### M1 wires, run 1

The bar under the picture is 20 um long. Cells faint in the background.
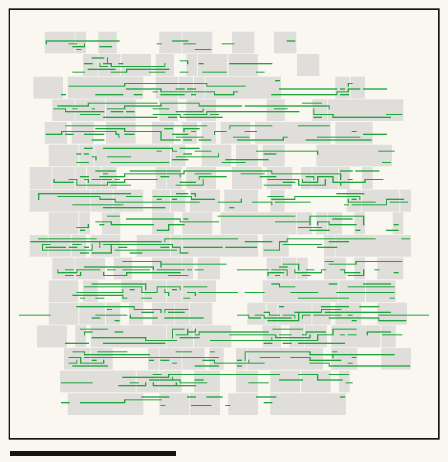
### Signal wires on met2, run 1

The bar under the picture is 20 um long. Cells faint in the background.
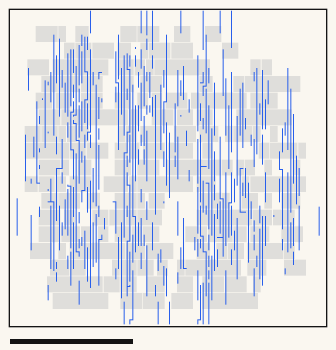
### Met3 routing, run 1

The bar under the picture is 20 um long. Cells faint in the background.
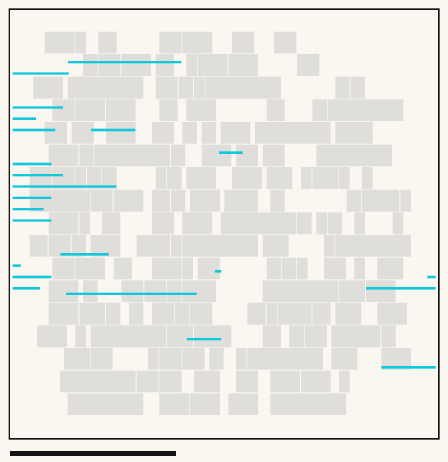
### config.mk
export PLATFORM = sky130hd
export DESIGN_NAME = shift_reg_universal
export DESIGN_NICKNAME = d
export VERILOG_FILES = /design/src/rtl/shift_reg_universal.sv
export SDC_FILE = /design/constraint.sdc
export NUM_CORES = 1
export LEC_CHECK = 0
export CORE_MARGIN = 2
export CORE_UTILIZATION = 52
export DETAILED_ROUTE_END_ITERATION = 8
export PLACE_DENSITY = 0.85
export SLEW_MARGIN = 40
export SYNTH_ARGS = -nofsm -noshare
export SYNTH_HDL_FRONTEND = slang
export SYNTH_SLANG_ARGS = --single-unit
### constraint.sdc
create_clock -name clk -period 2.65 [get_ports clk]
set_input_delay 0.265 -clock clk [delete_from_list [all_inputs] [get_ports clk]]
set_output_delay 0.265 -clock clk [all_outputs]
set_load 0.1 [all_outputs]
### src/rtl/shift_reg_universal.sv
// Universal shift register: hold/load/shift/rotate modes plus a counted serial burst with busy/done.
// Optional registered parity output q_parity when SHIFT_REG_UNIVERSAL_PARITY_EN is defined.
module shift_reg_universal #(
  parameter int WIDTH = 8,
  parameter int CNT_W = $clog2(WIDTH + 1)
) (
  input  logic             clk,
  input  logic             reset_n,
  input  logic [2:0]       mode,
  input  logic [WIDTH-1:0] d,
  input  logic             ser_in,
  input  logic             start,
  input  logic             dir,
  input  logic [CNT_W-1:0] burst_len,
  output logic [WIDTH-1:0] q,
  output logic             ser_out,
  output logic             busy,
  output logic             done
`ifdef SHIFT_REG_UNIVERSAL_PARITY_EN
  ,
  output logic             q_parity
`endif
);

  typedef enum logic [1:0] {
    S_IDLE,
    S_BURST,
    S_DONE
  } state_t;

  state_t           state_q, state_d;
  logic [WIDTH-1:0] q_q, q_d;
  logic [CNT_W-1:0] cnt_q, cnt_d;
  logic             dir_q, dir_d;
  logic [CNT_W-1:0] len_clamp;

  always_comb begin
    len_clamp = (burst_len > CNT_W'(WIDTH)) ? CNT_W'(WIDTH) : burst_len;
  end

  always_comb begin
    state_d = state_q;
    q_d     = q_q;
    cnt_d   = cnt_q;
    dir_d   = dir_q;
    unique case (state_q)
      S_IDLE: begin
        if (start) begin
          // start wins over mode; q is left untouched on the request cycle
          if (len_clamp != '0) begin
            cnt_d   = len_clamp;
            dir_d   = dir;
            state_d = S_BURST;
          end else begin
            state_d = S_DONE;
          end
        end else begin
          case (mode)
            3'b001:  q_d = d;
            3'b010:  q_d = {q_q[WIDTH-2:0], ser_in};
            3'b011:  q_d = {ser_in, q_q[WIDTH-1:1]};
            3'b100:  q_d = {q_q[WIDTH-2:0], q_q[WIDTH-1]};
            3'b101:  q_d = {q_q[0], q_q[WIDTH-1:1]};
            default: q_d = q_q;
          endcase
        end
      end
      S_BURST: begin
        q_d   = dir_q ? {q_q[WIDTH-2:0], ser_in} : {ser_in, q_q[WIDTH-1:1]};
        cnt_d = cnt_q - CNT_W'(1);
        if (cnt_q == CNT_W'(1)) begin
          state_d = S_DONE;
        end
      end
      S_DONE: begin
        state_d = S_IDLE;
      end
      default: begin
        state_d = S_IDLE;
      end
    endcase
  end

  always_ff @(posedge clk or negedge reset_n) begin
    if (!reset_n) begin
      state_q <= S_IDLE;
      q_q     <= '0;
      cnt_q   <= '0;
      dir_q   <= 1'b0;
    end else begin
      state_q <= state_d;
      q_q     <= q_d;
      cnt_q   <= cnt_d;
      dir_q   <= dir_d;
    end
  end

`ifdef SHIFT_REG_UNIVERSAL_PARITY_EN
  logic parity_q;

  always_ff @(posedge clk or negedge reset_n) begin
    if (!reset_n) begin
      parity_q <= 1'b0;
    end else begin
      parity_q <= ^q_d;
    end
  end

  assign q_parity = parity_q;
`endif

  // During a burst the outgoing bit follows the latched direction, not the live dir input
  assign ser_out = ((state_q == S_BURST) ? dir_q : dir) ? q_q[WIDTH-1] : q_q[0];
  assign q       = q_q;
  assign busy    = (state_q == S_BURST);
  assign done    = (state_q == S_DONE);

endmodule

==> summary.rpt, run 1 <==
===========================================================================
Final slew viol count ........................................            0
Biggest area consumer among cell classes ..................... combinational gates
Most used routing layer in global routing ....................         met2
Vertical die size ............................................      51.5 um
Placement row count ..........................................           17
Final hold slack .............................................       403 ps
Multiplexer share ............................................        0.106
Series of cell instances along the critical path ............. nand2b_1, mux2i_1, mux2_2, buf_12
Die outline width ............................................      51.5 um
Fmax .........................................................      471 MHz
Fraction of area in multi-input gates ........................        0.485
Flop and latch count out of synthesis ........................           15
Global-route usage over all layers ...........................        0.250
Path category of the worst min-delay check ...................     in2async
Post-Synthesis Mean Instance Area ............................     8.89 um2
Num CTS Buffers ..............................................            3
Core Box Area ................................................  0.00217 mm2
Dominant Register Cell ....................................... sky130_fd_sc_hd__dfrtp_1
Number of buffers inserted by hold repair at cts .............            0
Final Hold Fails .............................................            0
TNS Setup ....................................................         0 ps
Final-layout clock-cell area share ...........................       0.0185
Peak per-stage delay on the critical path ....................       630 ps
Result of the run ............................................    completed
R2r setup slk ................................................       790 ps
Setup slack at placement .....................................       547 ps
Number of non-clock inverters ................................            5
Unrepaired setup endpoints after global routing ..............        false
Setup clock skew after layout ................................      12.0 ps
Vias in the first global route ...............................        1,092
Slew at the pin closest to its max-slew limit ................       754 ps
Number of nets at floorplan ..................................          154
Fin crit period ..............................................      2130 ps
Total congestion overflow ....................................            0
DPL Wire Length ..............................................      2.18 mm
Footprint of the flip-flops and latches ......................      375 um2
Maximum clock path buffer count ..............................            2
Buf+Inv Stages, Crit Path ....................................            1
Asr flop ratio synth .........................................         1.00
Clock transition at path regs ................................       100 ps
Comb area ....................................................      719 um2
Number of buffers outside the clock class in the layout ......           33
Share of the cycle needed by the critical path after routing .        0.802
Multi-input gates ............................................          104
Stage-log warning count ......................................           27
Setup-violating endpoint count in the final report ...........            0
Drt first-iter violations ....................................           17
Flip-flops ...................................................           15
Arrival time reported for the critical path endpoint .........      1860 ps
Biggest area contributors in the synthesized netlist ......... sky130_fd_sc_hd__dfrtp_1 32%, sky130_fd_sc_hd__mux2i_1 7.7%, sky130_fd_sc_hd__a21oi_1 5.5%
Flip-flops with a built-in enable ............................            0
Synth top cells by count ..................................... 16 x sky130_fd_sc_hd__nor2_1, 15 x sky130_fd_sc_hd__dfrtp_1, 13 x sky130_fd_sc_hd__a21oi_1
Biggest area consumer among synthesized cells ................ sky130_fd_sc_hd__dfrtp_1
===========================================================================
-- 'M1 wires' (at the start) --
longest straight run = 17.0 um
share of all routed wire = 43%
nets with wire on the layer = 153
main direction = horizontal
wire length on this layer = 1,280 um
routing usage on met1: 0.309
aggregate routed wire length: 2.97 mm
vias after detailed routing: 1,152

-- 'Signal wires on met2' (at the start) --
wire length on this layer = 1,520 um
share of all routed wire = 51%
longest straight run = 21.4 um
nets with wire on the layer = 157
main direction = vertical
grt met2 use: 0.440

-- 'Met3 routing' (at the start) --
longest straight run = 15.4 um
share of all routed wire = 4.1%
nets with wire on the layer = 20
routing usage on met3: 0.0374

### Pin map, run 1

The bar under the picture is 20 um long. Pins as bars across the die edge, other pins in grey.
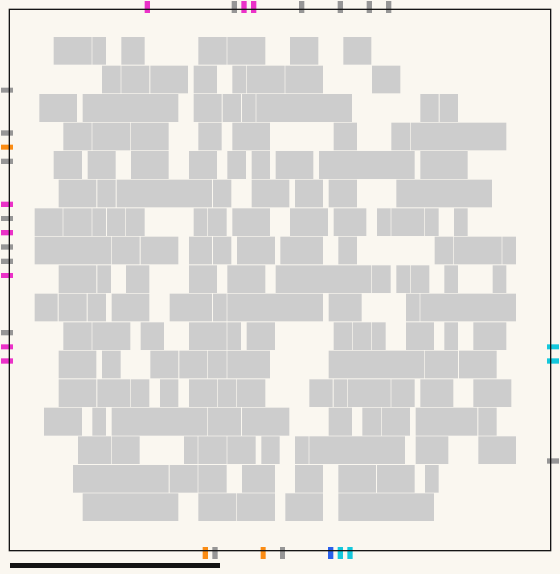

--- run 2 (diff from run 1) ---
--- a/config.mk
+++ b/config.mk
@@ -6,9 +6,9 @@
 export NUM_CORES = 1
 export LEC_CHECK = 0
 export CORE_MARGIN = 2
-export CORE_UTILIZATION = 52
+export CORE_UTILIZATION = 48
 export DETAILED_ROUTE_END_ITERATION = 8
-export PLACE_DENSITY = 0.85
+export PLACE_DENSITY = 0.79
 export SLEW_MARGIN = 40
 export SYNTH_ARGS = -nofsm -noshare
 export SYNTH_HDL_FRONTEND = slang
==> constraint.sdc (replaced) <==
create_clock -name clk -period 2 [get_ports clk]
set_input_delay 0.2 -clock clk [delete_from_list [all_inputs] [get_ports clk]]
set_output_delay 0.2 -clock clk [all_outputs]
set_load 0.1 [all_outputs]
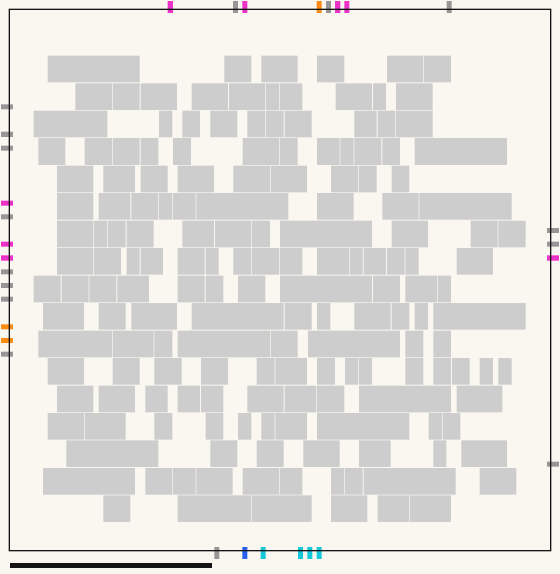
*Pin map, run 2*
The bar under the picture is 20 um long. Pins as bars across the die edge, other pins in grey.
magenta -> d  # pins 8, direction input, edge 4 top, 3 left, 1 right
cyan -> burst_len  # pins 4, direction input, edge bottom
blue -> done  # pins 1, direction output, edge bottom
orange -> mode  # pins 3, direction input, edge 2 left, 1 top
all pins by edge = 13 left, 8 top, 6 bottom, 4 right

==> run 2 against run 1 <==
Net effect:
- core utilization increased by 0.97 points
- flip-flop count unchanged
- non-clock buffer count increased by 7
- via count increased by 3.1%
- clock-buffer cell count unchanged
==> summary.rpt, run 2 <==
===========================================================================
Result of the run ............................................    completed
Most used routing layer in global routing ....................         met2
Vias in the first global route ...............................        1,208
Flip-flops with a built-in enable ............................            0
R2r setup slk ................................................       290 ps
Peak per-stage delay on the critical path ....................       430 ps
Routing usage on met1 ........................................        0.326
Biggest area consumer among synthesized cells ................ sky130_fd_sc_hd__dfrtp_1
Vias after detailed routing ..................................        1,188
Setup clock skew after layout ................................      2.97 ps
Final Hold Fails .............................................            0
Series of cell instances along the critical path ............. nand2b_1, buf_4, clkinv_1, buf_12
Flip-flops ...................................................           15
Asr flop ratio synth .........................................         1.00
Share of the cycle needed by the critical path after routing .        0.902
Maximum clock path buffer count ..............................            2
Arrival time reported for the critical path endpoint .........      1600 ps
Routing usage on met3 ........................................       0.0508
Stage-log warning count ......................................           27
Fraction of area in multi-input gates ........................        0.462
Dominant Register Cell ....................................... sky130_fd_sc_hd__dfrtp_1
TNS Setup ....................................................         0 ps
Unrepaired setup endpoints after global routing ..............        false
Number of non-clock inverters ................................            5
Final-layout clock-cell area share ...........................       0.0176
Slew at the pin closest to its max-slew limit ................       708 ps
Number of nets at floorplan ..................................          154
Footprint of the flip-flops and latches ......................      375 um2
Die outline width ............................................      53.4 um
Flop and latch count out of synthesis ........................           15
DPL Wire Length ..............................................      2.33 mm
Drt first-iter violations ....................................           38
Setup-violating endpoint count in the final report ...........            0
Vertical die size ............................................      53.4 um
Final hold slack .............................................       333 ps
Placement row count ..........................................           17
Final slew viol count ........................................            0
===========================================================================
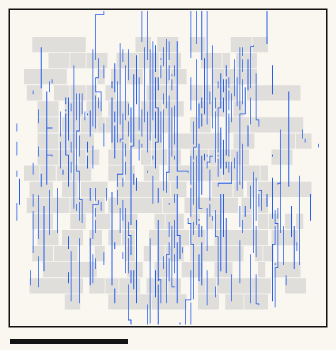
*Signal wires on met2, run 2*
The bar under the picture is 20 um long. Cells faint in the background.
wire length on this layer = 1,470 um
longest straight run = 24.1 um
nets with wire on the layer = 161

